File: src/rtl/bram_row_loader.sv
// Raster-to-row-bank write engine: streams 8-bit pixels into K row banks
// (column = address), gated by reader credits, with window/row/frame pulses.
module bram_row_loader #(
    parameter int K      = 9,
    parameter int IMG_W  = 64,
    parameter int IMG_H  = 64,
    parameter int ADDR_W = 6
) (
    input  logic              CLK,
    input  logic              rst,
    input  logic              start,
    input  logic              s_valid,
    input  logic [7:0]        s_data,
    output logic              s_ready,
    input  logic              rd_row_done,
    output logic [K-1:0]      wr_en,
    output logic [ADDR_W-1:0] wr_addr,
    output logic [7:0]        wr_data,
    output logic              win_start,
    output logic              row_ready,
    output logic              frame_done,
    output logic              busy,
    output logic              ovf_err
);

    localparam int BANK_W = (K > 1) ? $clog2(K) : 1;
    localparam int ROW_W  = $clog2(IMG_H + 1);
    localparam int FREE_W = $clog2(K + 1);

    localparam logic [ADDR_W-1:0] COL_LAST  = ADDR_W'(IMG_W - 1);
    localparam logic [BANK_W-1:0] BANK_LAST = BANK_W'(K - 1);
    localparam logic [ROW_W-1:0]  ROW_WIN   = ROW_W'(K - 1);
    localparam logic [ROW_W-1:0]  ROW_LAST  = ROW_W'(IMG_H - 1);
    localparam logic [FREE_W-1:0] FREE_K    = FREE_W'(K);

    typedef enum logic [1:0] {IDLE, FILL, STREAM, DONE} state_t;

    state_t            state_reg;
    logic [ADDR_W-1:0] col_reg;
    logic [BANK_W-1:0] bank_reg;
    logic [ROW_W-1:0]  row_reg;
    logic [FREE_W-1:0] free_reg;
    logic [FREE_W-1:0] free_next;
    logic              ovf_set;
    logic              accept;
    logic              row_end;
    logic [K-1:0]      bank_hot;

    generate
        for (genvar gi = 0; gi < K; gi++) begin : g_hot
            assign bank_hot[gi] = (bank_reg == BANK_W'(gi));
        end
    endgenerate

    assign s_ready = ((state_reg == FILL) || (state_reg == STREAM)) && (free_reg != '0);
    assign accept  = s_valid && s_ready;
    assign row_end = accept && (col_reg == COL_LAST);

    // A credit arriving with a row completion cancels out; a credit with
    // every bank already free is a reader protocol error.
    always_comb begin
        free_next = free_reg;
        ovf_set   = 1'b0;
        if (rd_row_done && !row_end) begin
            if (free_reg == FREE_K) begin
                ovf_set = 1'b1;
            end else begin
                free_next = free_reg + 1'b1;
            end
        end else if (!rd_row_done && row_end) begin
            free_next = free_reg - 1'b1;
        end
    end

    always_ff @(posedge CLK or posedge rst) begin
        if (rst) begin
            state_reg  <= IDLE;
            col_reg    <= '0;
            bank_reg   <= '0;
            row_reg    <= '0;
            free_reg   <= FREE_K;
            wr_en      <= '0;
            wr_addr    <= '0;
            wr_data    <= '0;
            win_start  <= 1'b0;
            row_ready  <= 1'b0;
            frame_done <= 1'b0;
            busy       <= 1'b0;
            ovf_err    <= 1'b0;
        end else begin
            wr_en      <= '0;
            win_start  <= 1'b0;
            row_ready  <= 1'b0;
            frame_done <= 1'b0;
            free_reg   <= free_next;
            if (ovf_set) begin
                ovf_err <= 1'b1;
            end

            if (accept) begin
                wr_en   <= bank_hot;
                wr_addr <= col_reg;
                wr_data <= s_data;
                if (row_end) begin
                    col_reg  <= '0;
                    bank_reg <= (bank_reg == BANK_LAST) ? '0 : bank_reg + 1'b1;
                    row_reg  <= row_reg + 1'b1;
                end else begin
                    col_reg <= col_reg + 1'b1;
                end
            end

            case (state_reg)
                IDLE: begin
                    if (start) begin
                        state_reg <= FILL;
                        col_reg   <= '0;
                        bank_reg  <= '0;
                        row_reg   <= '0;
                        free_reg  <= FREE_K;
                        busy      <= 1'b1;
                    end
                end
                FILL: begin
                    if (row_end && (row_reg == ROW_WIN)) begin
                        win_start <= 1'b1;
                        state_reg <= (row_reg == ROW_LAST) ? DONE : STREAM;
                    end
                end
                STREAM: begin
                    if (row_end) begin
                        row_ready <= 1'b1;
                        if (row_reg == ROW_LAST) begin
                            state_reg <= DONE;
                        end
                    end
                end
                DONE: begin
                    frame_done <= 1'b1;
                    busy       <= 1'b0;
                    state_reg  <= IDLE;
                end
                default: state_reg <= IDLE;
            endcase
        end
    end

endmodule

File: config.mk
export PLATFORM = sky130hd
export DESIGN_NAME = bram_row_loader
export DESIGN_NICKNAME = d
export VERILOG_FILES = /design/src/rtl/bram_row_loader.sv
export SDC_FILE = /design/constraint.sdc
export NUM_CORES = 1
export LEC_CHECK = 0
export ABC_AREA = 1
export CAP_MARGIN = 20
export CORE_MARGIN = 8
export CORE_UTILIZATION = 48
export DETAILED_ROUTE_END_ITERATION = 10
export MAX_ROUTING_LAYER = met4
export PLACE_DENSITY_LB_ADDON = 0.15
export SETUP_SLACK_MARGIN = 0.4
export SYNTH_ARGS = -nofsm -noshare
export SYNTH_HDL_FRONTEND = slang
export SYNTH_SLANG_ARGS = --single-unit
File: constraint.sdc
create_clock -name CLK -period 1.8 [get_ports CLK]
set_clock_uncertainty 0.05 [all_clocks]
set_input_delay 0.27 -clock CLK [delete_from_list [all_inputs] [get_ports CLK]]
set_output_delay 0.27 -clock CLK [all_outputs]
set_load 0.005 [all_outputs]
run_1/m1.png
The bar under the picture is 20 um long. Supply wires on this layer in grey.
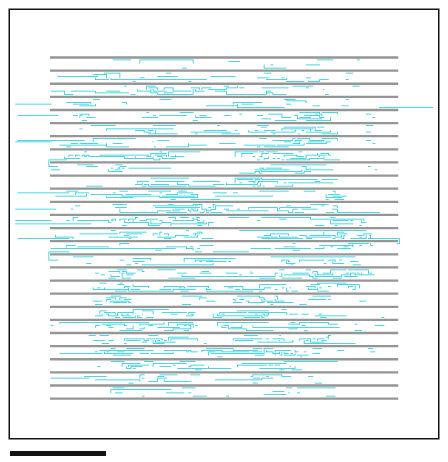
share of all routed wire = 43%
main direction = horizontal
longest straight run = 26.2 um
nets with wire on the layer = 360
wire length on this layer = 2,490 um

run_1/m2.png
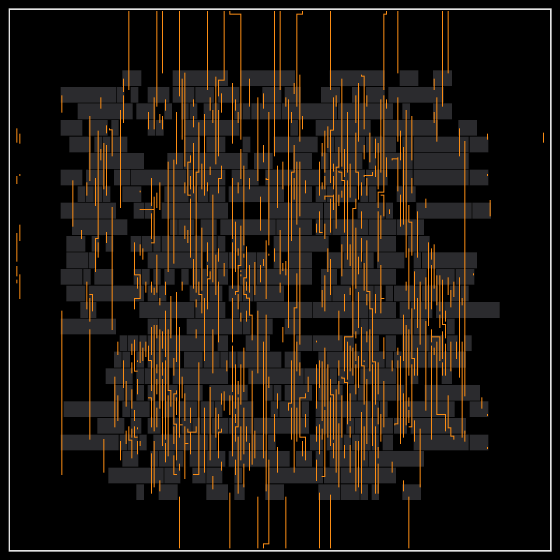
longest straight run = 41.8 um
wire length on this layer = 2,920 um
met2 GRT Util: 0.2460
via count: 2,187
Routed Wire Length: 5727 um

==> job_summary.md, run 1 <==
## Synthesis and layout report

| Metric | Value |
|---|---|
| Tot GR Track Use | 0.1501 |
| # fillers | 397 |
| CTS H-tree depth | 2 |
| Slew at the pin closest to its max-slew limit | between 400 and 500 ps |
| Area of the core | 0.005107 sq mm |
| Net count, final | 401 |
| DIE WIDTH | between 80 and 90 um |
| Post-synth ARST share | 1.000 |
| Result of the run | completed |
| Path type of the worst min-delay path | in -> async |
| Die Y-Extent | approximately 89 um |
| Placement Cell Area | between 0.003 and 0.004 sq mm |
| Final estimated routing congestion in global placement | 0.8566 |
| Most common cell in the synthesized netlist | sky130_fd_sc_hd__nand2_1 |
| Cell-by-cell trace of the critical path | inv_2 -> ha_4 -> nand2_4 -> nand3_4 -> nor2_8 -> buf_12 -> inv_12 -> o21ai_4 -> nor3_1 |
| CP Buf/Inv Count | 3 |
| Cell type with the largest total area | sky130_fd_sc_hd__dfrtp_1 |
| Flip-flop count of the largest register, all copies and words added | 9 |
| Startpoint type of the worst setup path | register |
| Total die size | 0.007872 sq mm |
| Routed len/inst | between 10 and 15 um |
| Busiest layer in global routing | met2 |
| Placed wire-length estimate after detailed placement | 3858 um |
| CTS resizes | 46 |
| Leading cell type in the layout, fill and taps excluded | sky130_fd_sc_hd__nand2_1 |
| TritonCTS Buffers | 5 |
| Count of inserted antenna diode cells | 0 |
| Buffer count from post-CTS setup fixing | 9 |
| Setup repair after global routing missed its margin | true |
| Setup violators final | 0 |
| Maxcap violations | 0 |
| DR vias/cell | between 4 and 5 |
| Required @ worst endpoint | between 1500 and 2000 ps |
| Post-synth EDFFs | 0 |
| CTS tree | built |
| Worst hold-check slack | 259.4 ps |
| Count of clock tree sinks | roughly 51 |
| Share of the clock period used by the worst path after layout | 0.9589 |
| Summed standard-cell area reported by yosys | ~0.0025 sq mm |
| Top cell types by occurrence after synthesis | 77 x sky130_fd_sc_hd__nand2_1, 49 x sky130_fd_sc_hd__dfrtp_1, 46 x sky130_fd_sc_hd__inv_1 |
| Arrival time at the worst endpoint | 1880 ps |
| Reg clk slew, reported paths | ~100 ps |
| Largest net degree at the start of global routing | 25 |
| Grt total ovfl | 0 |
| Finished Layout Cells | about 450 |
| Count of pins on the block boundary | 42 |
| Maximum clock insertion buffer count | 2 |
| Metal1 wirelength | between 2000 and 2500 um |
| Floorplan net count | 330 |
| Crit Path Max Fanout | 13 |
| Met3 wire length | 257 um |
| Worst-path cell with the longest stage delay | sky130_fd_sc_hd__dfstp_2 |
| Mean instance size in the synthesized netlist | 8.378 sq um |
| Number of synthesized register bits | 51 |
| Count of unique library cells instantiated by Yosys | 27 |
| Clock period minus worst slack | around 1700 ps |
| Std-Cell Rows | 26 |
| Count of synthesis-stage warnings from yosys | 0 |
| Highest clock frequency the design can meet | 0.5794 GHz |
| Post-synthesis cell count from yosys | between 300 and 400 |
| Non-Filler Cell Area, Final | 0.003552 sq mm |
| Type of the setup path with the least slack | reg -> reg |
| Number of antenna violations at the first check in global routing | 0 |
| Leakage dissipation | between 1.5 and 2 nW |
| CP max stage delay | approximately 540 ps |
| Area of the mapped netlist | between 0.002 and 0.003 sq mm |
| Total power after layout | between 4 and 5 mW |
| Drt pass-1 iters | 4 |
| Peak supply drop | 0.8930 mV |
| Ys flop type | sky130_fd_sc_hd__dfrtp_1 |
| Number of global-route vias before repair | 2,026 |
| Post-synthesis sequential area ratio | 0.5037 |
| Share of the core filled with cells | 0.6955 |
| Top Layout Cells | 70 x sky130_fd_sc_hd__nand2_1, 49 x sky130_fd_sc_hd__dfrtp_1, 38 x sky130_fd_sc_hd__inv_1 |
| Worst path top cell family by delay | flip-flops |
| Final setup slack of the worst path | 74.03 ps |
| Fraction of final layout cells with drive strength greater than 1 | 0.2453 |
| Count of tool warnings | 38 |
| Placement-stage worst setup slack | 18.19 ps |
| Initial Utilization | 0.4971 |
| Clock root buffer master | sky130_fd_sc_hd__clkbuf_8 |
| Clk Latency, worst-skew pair | a little over 300 ps |
| Uppermost metal layer occupied by signal nets | met4 |
| Number of buffers inserted by hold repair at cts | 0 |
| Power density over the cells | 1273 mW/mm^2 |
| Instance count of the mapped netlist | slightly above 300 |
| Input/output buffers | 41 |
| Final Max Tran Viols | 0 |
| Worst relative slew slack | 0.7008 |
| Total negative setup slack | 0 ps |
| Number of cells after detailed placement | 421 |
| Cell area leaders | sky130_fd_sc_hd__dfrtp_1 48%, sky130_fd_sc_hd__nand2_1 11%, sky130_fd_sc_hd__ha_1 6.9%, sky130_fd_sc_hd__inv_1 6.8%, sky130_fd_sc_hd__a21oi_1 3.5% |
| Fraction of synthesized cell area taken by the top area cell type | 0.4830 |
| Met1 layer usage reported by global route | 0.1767 |
| Post-route ant nets | 0 |
| Kind of end point of the critical path | register |
| Final Hold Fails | 0 |
| Wire length on met2 | 2919 um |
| Number of DRC markers in iteration 0 | 117 |
| Signed area change from the synthesized netlist to the final layout | 39.92% |
| Global-route wire length before repair | a little over 9000 um |
| Drt drc | 0 |
run_1/m3.png
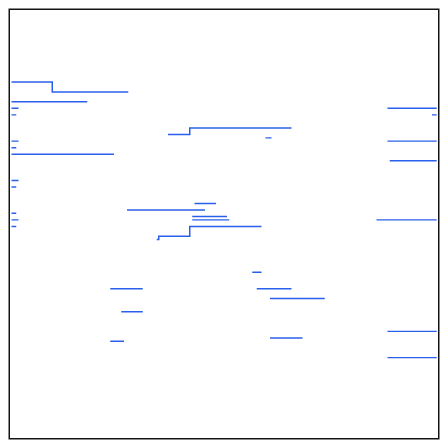
nets with wire on the layer = 29
share of all routed wire = 4.5%
met3 routing resource usage after global routing: 0.02786

## run 1: kinds of logic (layout without fill, tap and decap cells)
logic type	after synthesis	in the layout	synth area share
AND/OR/NAND/NOR	141	141	0.2454
buffers and inverters	55	127	0.09019
flip-flops	51	51	0.5037
AND-OR/OR-AND	38	38	0.07787
adder cells (fa/ha/maj)	14	14	0.06900
XOR/XNOR	4	4	0.01380
## run 1: path summary, 6_finish.rpt
path                        startpoint           to  slack (ps)  depth (start not counted)
min in group CLK               ovf_err      ovf_err         420                          1
max in group asynchronous          rst   col_reg[4]         950                          3
max reg2reg                free_reg[0]  bank_reg[2]          70                          9
min reg2reg                    ovf_err      ovf_err         420                          1
min                                rst   col_reg[0]         260                          2
max                        free_reg[0]  bank_reg[2]          70                          9
## run 1: where the power goes
| group | switching [mW] | total [mW] | internal [mW] |
|---|---|---|---|
| combinational | 1.12 | 2.11 | 0.990 |
| sequential | 0.170 | 1.59 | 1.42 |
| clock | 0.410 | 0.829 | 0.419 |
| total | 1.70 | 4.52 | 2.83 |
## run 1: worst register-to-register path: cells and delay by family (launching register included)
kind	cells	cell delay, ps
AOI/OAI and AO/OA	1	170
adders and majority gates	1	170
buffers and inverters	3	250
DFF	1	540
and+or+nand+nor	4	460
## run 1: layout make-up
| type | count | area (sq um) | share of cell area |
|---|---|---|---|
| tap | 70 | 87.58 | 0.02466 |
| inverter | 47 | 192.7 | 0.05424 |
| clock inverter | 3 | 46.29 | 0.01303 |
| sequential | 51 | 1279 | 0.3600 |
| timing repair buffer | 72 | 646.9 | 0.1821 |
| multi-input combinational | 197 | 1231 | 0.3466 |
| clock buffer | 5 | 68.82 | 0.01937 |
run_1/congestion_map.png
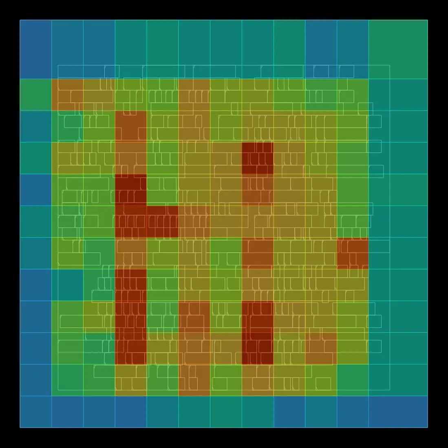

==> run 1 -> run 2 <==
Settings changed: CELL_PAD_IN_SITES_DETAIL_PLACEMENT from default to 1, CELL_PAD_IN_SITES_GLOBAL_PLACEMENT from default to 1, CORE_UTILIZATION 48 to 36, TNS_END_PERCENT from default to 30.
run_2/congestion_map.png
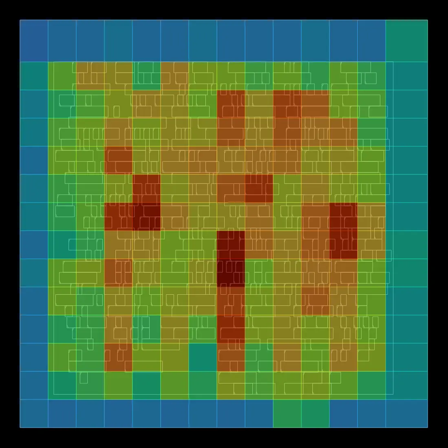
met1 layer usage reported by global route: 0.1739
routed len/inst: 15.78 um
met2 GRT Util: 0.2714
Tot GR Track Use: 0.1546
share of the core filled with cells: 0.5619

==> run 2 against run 1 <==
The run now ends with negative setup slack left. Register-to-register slack got worse by 99 ps. Critical path depth grew 1. Design area rose by 7.5%. Via count up 3.0%.
==> job_summary.md, run 2 <==
## Synthesis and layout report

| Metric | Value |
|---|---|
| Result of the run | finished, violations left |
| Failing checks | negative setup slack |
| Total power after layout | 4.999 mW |
| Highest clock frequency the design can meet | 0.5480 GHz |
| Number of cells after detailed placement | roughly 450 |
| Net count, final | just over 400 |
| Count of clock tree sinks | 51 |
| Maximum clock insertion buffer count | 2 |
| Top Layout Cells | 64 x sky130_fd_sc_hd__nand2_1, 49 x sky130_fd_sc_hd__dfrtp_1, 35 x sky130_fd_sc_hd__inv_1 |
| Total die size | 0.009995 sq mm |
| Signed area change from the synthesized netlist to the final layout | 50.37% |
| Share of the clock period used by the worst path after layout | 1.014 |
| Drt pass-1 iters | 4 |
| Count of tool warnings | 38 |
| Leading cell type in the layout, fill and taps excluded | sky130_fd_sc_hd__nand2_1 |
| Floorplan net count | 330 |
| Cell-by-cell trace of the critical path | inv_4 -> ha_4 -> nand2_4 -> nand3_4 -> nor2_8 -> nand2_2 -> nand2_2 -> nand3_2 -> nand2_1 -> nand2_1 |
| Required @ worst endpoint | 1930 ps |
| Startpoint type of the worst setup path | register |
| Post-synthesis sequential area ratio | 0.5037 |
| Count of pins on the block boundary | 42 |
| Area used by multi-input combinational logic | ~0.0013 sq mm |
| Arrival time at the worst endpoint | around 2000 ps |
| Number of global-route vias before repair | 2,501 |
| Post-synthesis cell count from yosys | 303 |
| Number of synthesized register bits | 51 |
| Kind of end point of the critical path | register |
| Clk Latency, worst-skew pair | 310 ps |
| CP max stage delay | 570 ps |
| Worst-path cell with the longest stage delay | sky130_fd_sc_hd__dfstp_2 |
| Area of the mapped netlist | 0.002539 sq mm |
| Fraction of synthesized cell area taken by the top area cell type | 0.4830 |
| Area of the core | roughly 0.0068 sq mm |
| Initial Utilization | 0.3737 |
| Most common cell in the synthesized netlist | sky130_fd_sc_hd__nand2_1 |
| Final estimated routing congestion in global placement | ~0.8 |
| DIE WIDTH | 99.98 um |
| Instance count of the mapped netlist | 303 |
| Worst relative slew slack | 0.7807 |
| Setup violators final | 1 |
| Flip-flop count of the largest register, all copies and words added | 9 |
| Setup repair after global routing missed its margin | true |
| Global-route wire length before repair | between 10,000 and 15,000 um |
| Count of inserted antenna diode cells | 0 |
| Drt drc | 0 |
| Reg clk slew, reported paths | 100 ps |
| Worst path top cell family by delay | simple AND/OR/NAND/NOR gates |
| Crit Path Max Fanout | 5 |
| Top cell types by occurrence after synthesis | 77 x sky130_fd_sc_hd__nand2_1, 49 x sky130_fd_sc_hd__dfrtp_1, 46 x sky130_fd_sc_hd__inv_1 |
| Path type of the worst min-delay path | in -> async |
| Cell type with the largest total area | sky130_fd_sc_hd__dfrtp_1 |
| Clock root buffer master | sky130_fd_sc_hd__clkbuf_8 |
| DR vias/cell | 4.713 |
| CTS resizes | 33 |
| Number of buffers inserted by hold repair at cts | 0 |
| Placement Cell Area | between 0.003 and 0.004 sq mm |
| Number of DRC markers in iteration 0 | 43 |
| Cell area leaders | sky130_fd_sc_hd__dfrtp_1 48%, sky130_fd_sc_hd__nand2_1 11%, sky130_fd_sc_hd__ha_1 6.9%, sky130_fd_sc_hd__inv_1 6.8%, sky130_fd_sc_hd__a21oi_1 3.5% |
| Slew at the pin closest to its max-slew limit | roughly 330 ps |
| Buffer count from post-CTS setup fixing | 11 |
| Summed standard-cell area reported by yosys | 0.002539 sq mm |
| CTS H-tree depth | 2 |
| Non-Filler Cell Area, Final | 0.003817 sq mm |
| CP Buf/Inv Count | 1 |
| Final setup slack of the worst path | -24.75 ps |
| Final Hold Fails | 0 |
| TritonCTS Buffers | 5 |
| Largest net degree at the start of global routing | approximately 46 |
| Count of unique library cells instantiated by Yosys | 27 |
| CTS tree | built |
| Final Max Tran Viols | 0 |
| Number of antenna violations at the first check in global routing | 0 |
| Maxcap violations | 0 |
run_2/m3.png
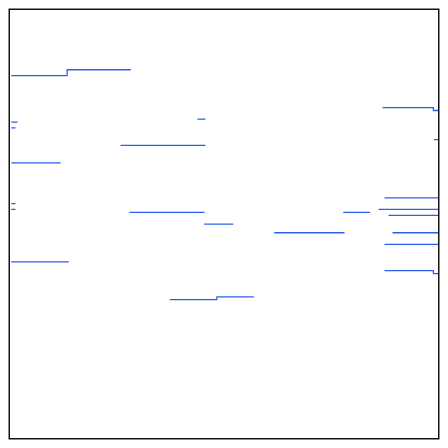
wire length on this layer = 230 um
main direction = horizontal

[run 2: cell counts after synthesis]
No cell type changed its count.
[run 2: power by group]
| group | switching (mW) | internal (mW) | total, mW |
|---|---|---|---|
| clock network | 0.377 | 0.316 | 0.692 |
| logic | 1.40 | 1.33 | 2.73 |
| registers | 0.163 | 1.42 | 1.58 |
[run 2: kinds of logic (layout without fill, tap and decap cells)]
logic type,count (synthesis),in the layout,share of synthesized area
xor gates and xnor gates,4,4,0.01380
buffers and inverters,55,133,0.09019
AOI/OAI and AO/OA,38,38,0.07787
adders and majority gates,14,14,0.06900
DFF,51,51,0.5037
and+or+nand+nor,141,142,0.2454
[run 2: metrics by stage]
stage	hold slack, ps	TNS (ps)	setup slack, ps
after CTS	160.9	0	67.12
after global placement	416.9	-47.81	-47.81
final	160.0	-24.75	-24.75
after floorplan	268.0	0	141.8
after detailed placement	418.6	-386.6	-94.18
after global routing	170.7	-808.9	-121.3
[run 2: final timing paths]
| path | start | endpoint | depth (start not counted) |
|---|---|---|---|
| max | free_reg[0] | state_reg[0] | 10 |
| max in group asynchronous | rst | free_reg[0] | 3 |
| min in group CLK | wr_data[3] | wr_data[3] | 2 |
| min | rst | wr_addr[3] | 2 |
| max reg2reg | free_reg[0] | state_reg[0] | 10 |
| min reg2reg | wr_data[3] | wr_data[3] | 2 |
[run 2: final cells by class]
type	instances	share of cell area
clock buffers	7	0.02262
repair buffers	78	0.2199
clock inverters	1	0.002294
flip-flops and latches	51	0.3350
multi-input cells	198	0.3392
inverters	47	0.04949
well taps	96	0.03147
[run 2: routing by layer]
layer  GRT usage  part of all wire  wire (um)
met1      0.1739              0.43       3224
met2      0.2714              0.53       4015
met3     0.03391             0.030        229
met4     0.03953            0.0098         74
met5           -                 0          0
run_2/m2.png
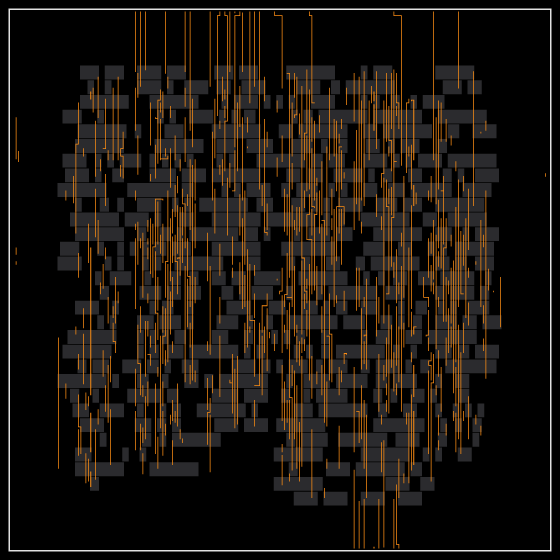

==> run 2 -> run 3 <==
Settings changed: CORE_UTILIZATION 36 to 39.
Clock period 1.8 ns to 1.87 ns, I/O delays scaled along.
run_3/m2.png
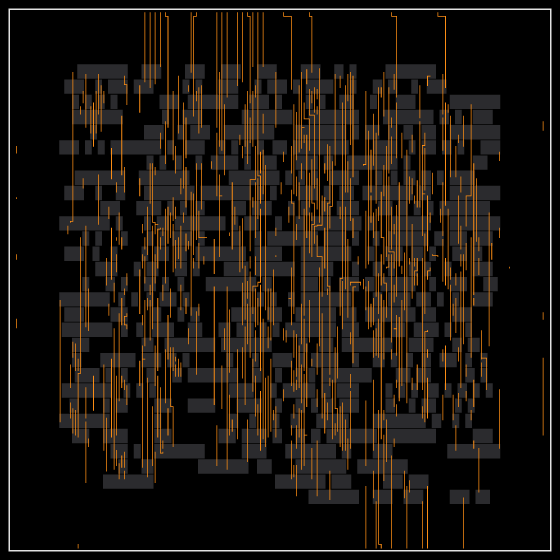
nets with wire on the layer = 339
wire length on this layer = 3,830 um
longest straight run = 45.2 um
via count: 2,221
met2 GRT Util: 0.2771

run_3/congestion_map.png
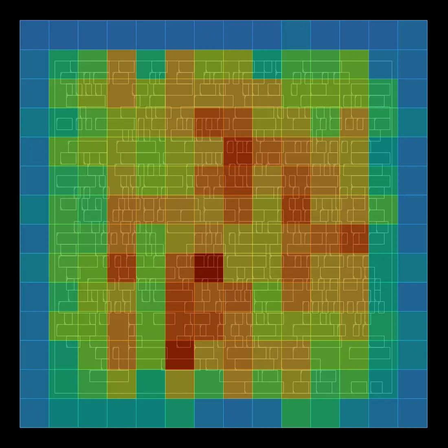
met1 layer usage reported by global route: 0.1760
routed len/inst: 15.95 um
Tot GR Track Use: 0.1589

==> run 3 against run 2 <==
The flow now finishes without violations. Utilization is 0.25 points higher. Die area fell by 6.5%. Sequential cell count did not move. Routed wire length down 4.5%. Fmax up 2.8%. Non-clock buffer count decreased by 7. Power down 10%. Cell count decreased by 5.4%. Sequential share of layout area is 2.4 points higher. Worst hold slack improved by 100 ps. Count of clock-buffer cells in the layout fell by 1.
==> job_summary.md, run 3 <==
## Synthesis and layout report

| Metric | Value |
|---|---|
| Uppermost metal layer occupied by signal nets | met4 |
| Final Hold Fails | 0 |
| Routed Wire Length | 7209 um |
| Post-synth ARST share | 1.000 |
| Input/output buffers | 41 |
| Met3 routing resource usage after global routing | 0.02845 |
| Area of the mapped netlist | about 0.0025 sq mm |
| Startpoint of the most critical register-to-register path | col_reg[0] |
| Peak supply drop | between 0.6 and 0.7 mV |
| Clock root buffer master | sky130_fd_sc_hd__clkbuf_8 |
| Most common cell in the synthesized netlist | sky130_fd_sc_hd__nand2_1 |
| Drt pass-1 iters | 4 |
| Worst relative slew slack | 0.7138 |
| Ys flop type | sky130_fd_sc_hd__dfrtp_1 |
| Wire length on met2 | 3828 um |
| Required @ worst endpoint | 2020 ps |
| DR vias/cell | 4.914 |
| Metal1 wirelength | 3109 um |
| Count of clock tree sinks | 51 |
| Post-route ant nets | 0 |
| Slew at the pin closest to its max-slew limit | approximately 430 ps |
| Arrival time at the worst endpoint | 1920 ps |
| Met3 wire length | about 170 um |
| Summed standard-cell area reported by yosys | 0.002539 sq mm |
| Post-synth EDFFs | 0 |
| Type of the setup path with the least slack | reg -> reg |
| Setup repair after global routing missed its margin | true |
| Number of antenna violations at the first check in global routing | 0 |
| Final estimated routing congestion in global placement | about 0.86 |
| Crit Path Max Fanout | 5 |
| Mean instance size in the synthesized netlist | 8.378 sq um |
| Count of synthesis-stage warnings from yosys | 0 |
| TritonCTS Buffers | 5 |
| Total die size | between 0.009 and 0.01 sq mm |
| Post-synthesis adder-cell area fraction | 0.06900 |
| Combinational family with the most area after synthesis | simple AND/OR/NAND/NOR gates |
| Instance count of the mapped netlist | 303 |
| Top Layout Cells | 72 x sky130_fd_sc_hd__nand2_1, 49 x sky130_fd_sc_hd__dfrtp_1, 40 x sky130_fd_sc_hd__clkdlybuf4s50_1 |
| CTS tree | built |
| Maximum clock insertion buffer count | 2 |
| Worst path top cell family by delay | simple AND/OR/NAND/NOR gates |
| CTS H-tree depth | 2 |
| CP max stage delay | roughly 430 ps |
| Simple-gate share of the synthesized area | 0.2454 |
| Final Max Tran Viols | 0 |
| Cell-by-cell trace of the critical path | ha_2 -> nand3_1 -> nor2_2 -> inv_2 -> nor2_8 -> buf_6 -> nand3_2 -> o21ai_1 -> a21oi_1 |
| Largest net degree at the start of global routing | 18 |
| Worst-path cell with the longest stage delay | sky130_fd_sc_hd__dfrtp_1 |
| CP Buf/Inv Count | 2 |
| Signed area change from the synthesized netlist to the final layout | 40.36% |
| Number of global-route vias before repair | 2,434 |
| Net count, final | 401 |
| Die Y-Extent | 96.68 um |
| Share of the core filled with cells | 0.5644 |
| Count of inserted antenna diode cells | 0 |
| Power density over the cells | approximately 1300 mW/mm^2 |
| Global-route wire length before repair | 12,000 um |
| Highest clock frequency the design can meet | 0.5633 GHz |
| Leakage dissipation | ~1.7 nW |
| Count of tool warnings | 38 |
| Cell type with the largest total area | sky130_fd_sc_hd__dfrtp_1 |
| Result of the run | completed |
| Leading cell type in the layout, fill and taps excluded | sky130_fd_sc_hd__nand2_1 |
| Kind of end point of the critical path | register |
| Initial Utilization | 0.4021 |
| Top cell types by occurrence after synthesis | 77 x sky130_fd_sc_hd__nand2_1, 49 x sky130_fd_sc_hd__dfrtp_1, 46 x sky130_fd_sc_hd__inv_1 |
| Drt drc | 0 |
| Post-synthesis sequential area ratio | 0.5037 |
| Grt total ovfl | 0 |
| Number of synthesized register bits | 51 |
| Startpoint type of the worst setup path | register |
| Complex Gates by Area | 0.07787 |
| Floorplan net count | 330 |
## run 3: cell counts after synthesis
Identical to the previous run, type by type.
## run 3: cell type report
class / instances / area, sq um
Clock buffer: 6 / 72.57
Clock inverter: 2 / 12.51
Fill cell: 757 / 2750
Inverter: 47 / 185.2
Multi-Input combinational cell: 198 / 1215
Sequential cell: 51 / 1279
Tap cell: 77 / 96.34
Timing Repair Buffer: 71 / 703.2
## run 3: path summary, 6_finish.rpt
kind                       slack [ps]  depth (start not counted)          end
max in group asynchronous        1020                          3  bank_reg[0]
min reg2reg                       440                          1      ovf_err
max reg2reg                        90                          9   row_reg[4]
max                                90                          9   row_reg[4]
min                               260                          2   col_reg[0]
min in group CLK                  440                          1      ovf_err
## run 3: through the flow
| step | std cells | instance area, sq um | total power [mW] | setup TNS, ps | setup slack (ps) |
|---|---|---|---|---|---|
| 6_report | 452 | 3563 | 4.491 | 0 | 94.81 |
| 5_1_grt | 452 | 3563 | 4.822 | 0 | 11.65 |
| 4_1_cts | 444 | 3436 | 4.344 | 0 | 152.4 |
| 3_5_place_dp | 427 | 3154 | 3.391 | -33.89 | -33.89 |
| 3_3_place_gp | 427 | 3154 | 3.308 | -0.05662 | -0.05662 |
| 2_1_floorplan | 303 | 2585 | 2.608 | 0 | 211.8 |
## run 3: where the power goes
| group | switching [mW] | internal [mW] | total, mW |
|---|---|---|---|
| combinational | 1.18 | 1.13 | 2.32 |
| clock | 0.377 | 0.263 | 0.639 |
| sequential | 0.170 | 1.37 | 1.54 |
| total | 1.73 | 2.76 | 4.49 |
## run 3: timing repair
item	CTS	global route
buffers inserted	7	8
hold buffers	0	0
pin swaps	5	9
endpoints found under the setup margin	77	79
gates cloned	2	0
resized	34	20
Power and IR drop assume default switching activity.
